==> images/met3.png <==
The bar under the picture is 20 um long. Cells faint in the background.
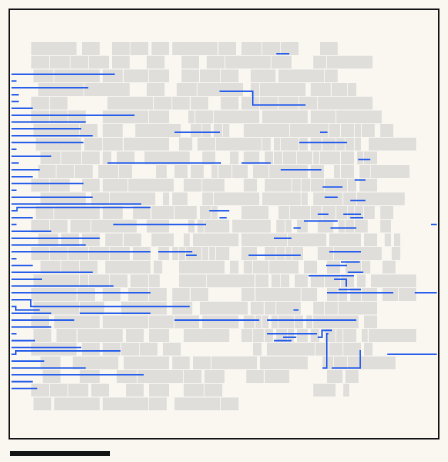
==> images/zoom.png <==
The bar under the picture is 10 um long. Region (44, 1) to (84, 41) um. Cells in gray, sequential cells in the stronger gray; small squares are vias.
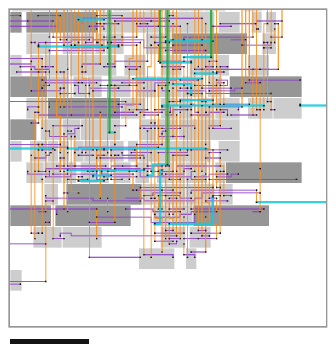
==> images/gate_families.png <==
The bar under the picture is 20 um long.
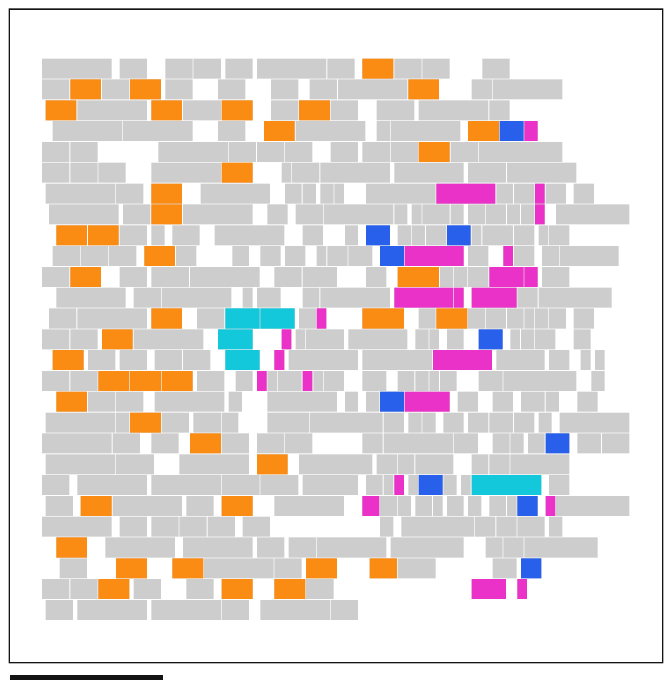
==> images/met1.png <==
The bar under the picture is 20 um long. Supply wires on this layer in gray.
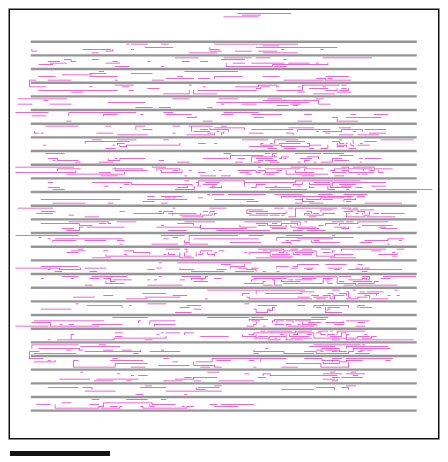
==> images/final_congestion.png <==
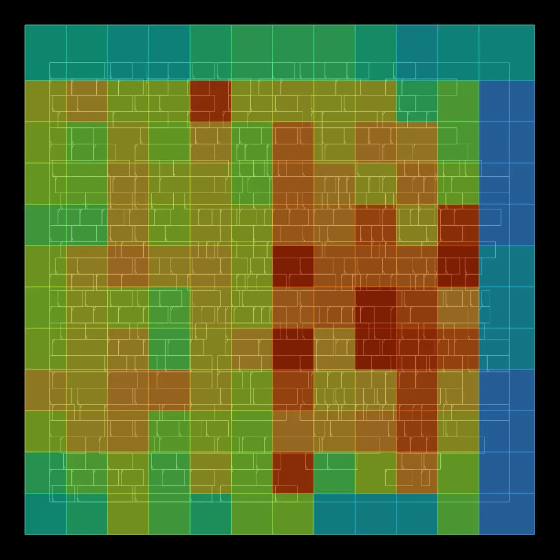
--- src/rtl/coproc_pkg.sv ---
// Shared definitions for the coprocessor command sequencer.
//   - opcode_e  : 3-bit command opcodes carried in instruction[2:0]
//   - state_e   : sequencer FSM states
//   - FLAG_*    : bit positions inside the 4-bit status word returned to the HPS
//   - OPC_W / OPND_W / INSTR_W : instruction field widths
package coproc_pkg;

    localparam int unsigned OPC_W   = 3;
    localparam int unsigned OPND_W  = 26;
    localparam int unsigned INSTR_W = OPC_W + OPND_W;

    typedef enum logic [OPC_W-1:0] {
        OpNop   = 3'd0,
        OpLoad  = 3'd1,
        OpStore = 3'd2,
        OpAdd   = 3'd3,
        OpSub   = 3'd4,
        OpMul   = 3'd5,
        OpScale = 3'd6,
        OpRsvd  = 3'd7
    } opcode_e;

    typedef enum logic [1:0] {
        StIdle  = 2'd0,
        StIssue = 2'd1,
        StWait  = 2'd2,
        StDone  = 2'd3
    } state_e;

    localparam int unsigned FLAGS_W   = 4;
    localparam int unsigned FLAG_OVF  = 0;
    localparam int unsigned FLAG_ERR  = 1;
    localparam int unsigned FLAG_DONE = 2;
    localparam int unsigned FLAG_BUSY = 3;

endpackage

--- src/rtl/coproc_sequencer.sv ---
// Command sequencer between an HPS PIO interface and a coprocessor datapath.
// A rising edge on enable (while idle) latches one instruction, hands it to the
// coprocessor with a start/ready handshake, waits for the completion pulse (or a
// timeout) and reports the result and status back to the HPS.
//
// Ports:
//   clk_clk        in   1   system clock, rising edge
//   reset_reset_n  in   1   asynchronous active-low reset
//   instruction    in   29  [2:0] opcode, [28:3] operand
//   enable         in   1   issue strobe (level; command issued on its rising edge)
//   dataout        out  8   last result returned by the coprocessor
//   flags          out  4   [3] busy, [2] done, [1] error, [0] overflow
//   cop_opcode     out  3   opcode to coprocessor
//   cop_operand    out  26  operand to coprocessor
//   cop_start      out  1   command valid
//   cop_ready      in   1   coprocessor accepts command
//   cop_done       in   1   one-cycle completion pulse
//   cop_result     in   8   result, valid with cop_done
//   cop_ovf        in   1   overflow, valid with cop_done
module coproc_sequencer
    import coproc_pkg::*;
#(
    parameter int unsigned TIMEOUT = 16'hFFFF
) (
    input  logic                clk_clk,
    input  logic                reset_reset_n,
    input  logic [INSTR_W-1:0]  instruction,
    input  logic                enable,
    output logic [7:0]          dataout,
    output logic [FLAGS_W-1:0]  flags,
    output logic [OPC_W-1:0]    cop_opcode,
    output logic [OPND_W-1:0]   cop_operand,
    output logic                cop_start,
    input  logic                cop_ready,
    input  logic                cop_done,
    input  logic [7:0]          cop_result,
    input  logic                cop_ovf
);

    localparam int unsigned      CntW   = $clog2(TIMEOUT + 1);
    localparam logic [CntW-1:0]  CntMax = CntW'(TIMEOUT);

    state_e          state_q, state_d;
    logic            enable_q;
    logic            armed_q;
    logic            err_q;
    logic            ovf_q;
    logic [CntW-1:0] cnt_q;
    logic [CntW-1:0] cnt_inc;
    opcode_e         instr_opc;
    logic            rise;
    logic            latch;
    logic            capture;
    logic            timeout_hit;

    assign instr_opc = opcode_e'(instruction[OPC_W-1:0]);

    // enable_q is forced low by reset, so an enable held high through reset
    // would look like a fresh edge. armed_q only goes high once enable has
    // actually been seen low after reset, which suppresses that false edge.
    assign rise = enable & ~enable_q & armed_q;

    assign cnt_inc = (cnt_q == CntMax) ? cnt_q : cnt_q + CntW'(1);

    // ---------------------------------------------------------------- FSM
    always_ff @(posedge clk_clk or negedge reset_reset_n) begin
        if (!reset_reset_n) begin
            state_q <= StIdle;
        end else begin
            state_q <= state_d;
        end
    end

    always_comb begin
        state_d     = state_q;
        latch       = 1'b0;
        capture     = 1'b0;
        timeout_hit = 1'b0;
        unique case (state_q)
            StIdle: begin
                if (rise) begin
                    latch = 1'b1;
                    if (instr_opc == OpNop || instr_opc == OpRsvd) begin
                        state_d = StDone;
                    end else begin
                        state_d = StIssue;
                    end
                end
            end
            StIssue: begin
                if (cop_ready) begin
                    state_d = StWait;
                end
            end
            StWait: begin
                // Completion wins over a timeout landing in the same cycle.
                if (cop_done) begin
                    capture = 1'b1;
                    state_d = StDone;
                end else if (cnt_inc == CntMax) begin
                    timeout_hit = 1'b1;
                    state_d     = StDone;
                end
            end
            StDone: begin
                if (!enable) begin
                    state_d = StIdle;
                end
            end
            default: state_d = StIdle;
        endcase
    end

    // ----------------------------------------------------------- datapath
    always_ff @(posedge clk_clk or negedge reset_reset_n) begin
        if (!reset_reset_n) begin
            enable_q    <= 1'b0;
            armed_q     <= 1'b0;
            cop_opcode  <= '0;
            cop_operand <= '0;
            cnt_q       <= '0;
            dataout     <= '0;
            err_q       <= 1'b0;
            ovf_q       <= 1'b0;
        end else begin
            enable_q <= enable;
            armed_q  <= armed_q | ~enable;

            if (latch) begin
                cop_opcode  <= instruction[OPC_W-1:0];
                cop_operand <= instruction[INSTR_W-1:OPC_W];
                err_q       <= (instr_opc == OpRsvd);
                ovf_q       <= 1'b0;
            end

            // Count restarts from zero on every entry into WAIT.
            if (state_q == StIssue) begin
                cnt_q <= '0;
            end else if (state_q == StWait) begin
                cnt_q <= cnt_inc;
            end

            if (capture) begin
                dataout <= cop_result;
                ovf_q   <= cop_ovf;
            end

            if (timeout_hit) begin
                err_q <= 1'b1;
            end
        end
    end

    // ------------------------------------------------------------ outputs
    assign cop_start = (state_q == StIssue);

    always_comb begin
        flags            = '0;
        flags[FLAG_BUSY] = (state_q == StIssue) || (state_q == StWait);
        flags[FLAG_DONE] = (state_q == StDone);
        flags[FLAG_ERR]  = err_q;
        flags[FLAG_OVF]  = ovf_q;
    end

endmodule

--- config.mk ---
export PLATFORM = sky130hd
export DESIGN_NAME = coproc_sequencer
export DESIGN_NICKNAME = d
export VERILOG_FILES = /design/src/rtl/coproc_pkg.sv /design/src/rtl/coproc_sequencer.sv
export SDC_FILE = /design/constraint.sdc
export NUM_CORES = 1
export LEC_CHECK = 0
export CORE_MARGIN = 4
export CORE_UTILIZATION = 49
export CTS_BUF_LIST = sky130_fd_sc_hd__clkbuf_4 sky130_fd_sc_hd__clkbuf_8
export DETAILED_ROUTE_END_ITERATION = 8
export PLACE_DENSITY = 0.82
export SETUP_SLACK_MARGIN = 0.4
export SYNTH_ARGS = -nofsm -noshare
export SYNTH_HDL_FRONTEND = slang
export SYNTH_SLANG_ARGS = --single-unit
--- constraint.sdc ---
create_clock -name clk_clk -period 2.5 [get_ports clk_clk]
set_input_delay 0.25 -clock clk_clk [delete_from_list [all_inputs] [get_ports clk_clk]]
set_output_delay 0.25 -clock clk_clk [all_outputs]
set_load 0.005 [all_outputs]
==> flow_summary_export.csv <==
group,metric,value,unit
floorplanning,io_pins,85,
place,dpl_worst_slack,0.184,ns
logic_synthesis,yosysWarnings,0,
critical_path,cp.depth,9,
logic_synthesis,flop_cell,"dfrtp_1",
clocking,htree_levels,3,
global_route,grt_usage,0.224,
routing,highest_layer,"met4",
logic_synthesis,synthSimpleGateAreaFrac,0.152,
timing,timing.final.crit_share,0.845,
cells_and_area,largest_reg_flops,26,
hold_path,hp-class,"input pin to async pin",
floorplanning,dieArea,0.00726,mm2
power_and_ir_drop,p_seq_frac,0.342,
clocking,path_clk_slew,0.07,ns
cells_and_area,fill_cells,338,
routing,via_per_inst,5.74,
floorplanning,fp_util,0.517,
routing,drc_errors,0,
logic_synthesis,synth_area_leader_cell,"dfrtp_1",
timing,final.setup.worst_slack,0.388,ns
critical_path,reg2reg_from,"cnt_q[8]$_DFFE_PN0P_",
cells_and_area,top_register,"cop_operand",
logic_synthesis,fp_nets,294,
routing,drt-met1-wl,2.97,mm
clocking,cts_tree,"yes",
global_route,grt-ovfl-total,0,
floorplanning,core_area,0.00564,mm2
logic_synthesis,adder_share,0.0214,
power_and_ir_drop,combPwrFrac,0.469,
run,tool_warnings,30,
place,placed_cell_area,0.00391,mm2
floorplanning,rows,27,
logic_synthesis,ys_sh_mux,0.158,
critical_path,path_buffers,3,
critical_path,rr_endpoint,"state_q[1]$_DFFE_PN0P_",
global_route,grt_start_max_net_pins,36,
logic_synthesis,avgSynthCellArea,11.9,um2
floorplanning,die_w,85.2,um
run,drv_cap,0,
logic_synthesis,synth_chip_area,0.00292,mm2
global_route,grt_pass1_wl,12.7,mm
logic_synthesis,netlist_top_cells_count,"59 x dfrtp_1, 39 x mux2_2, 18 x a21oi_1, 12 x nor2_1, 11 x nand2_1",
global_route,grt_busiest_layer,"met2",
logic_synthesis,ys_top_logic_family,"multiplexers",
cells_and_area,logic_area,0.00141,mm2
cells_and_area,fin_cells,444,
logic_synthesis,ys_top_cells_by_area,"dfrtp_1 51%, mux2_2 15%, a21oi_1 3.1%",
routing,via_count,2547,
status,outcome,"finished, final reports clean",
About met3.png:
longest straight run = 31.5 um
wire length on this layer = 836 um

About zoom.png:
green -> met4
purple -> met1
cyan -> met3
orange -> met2
sequential cells in the window = 9
netlist names of flops here include = cnt_q (8), cop_operand (1)
most frequent = buf_4 (15), a21oi_1 (9)
cells with their middle in the window = 85

About gate_families.png:
magenta -> NOR gates  # cells 23
cyan -> adder and majority cells  # cells 5
blue -> AND-OR and OR-AND gates  # cells 10
orange -> multiplexers  # cells 41

About met1.png:
longest straight run = 19.3 um
wire length on this layer = 2970 um
nets with wire on the layer = 364
share of all routed wire = 38%

About final_congestion.png:
grt met3 use: 0.120
Finished Core Util: 0.774

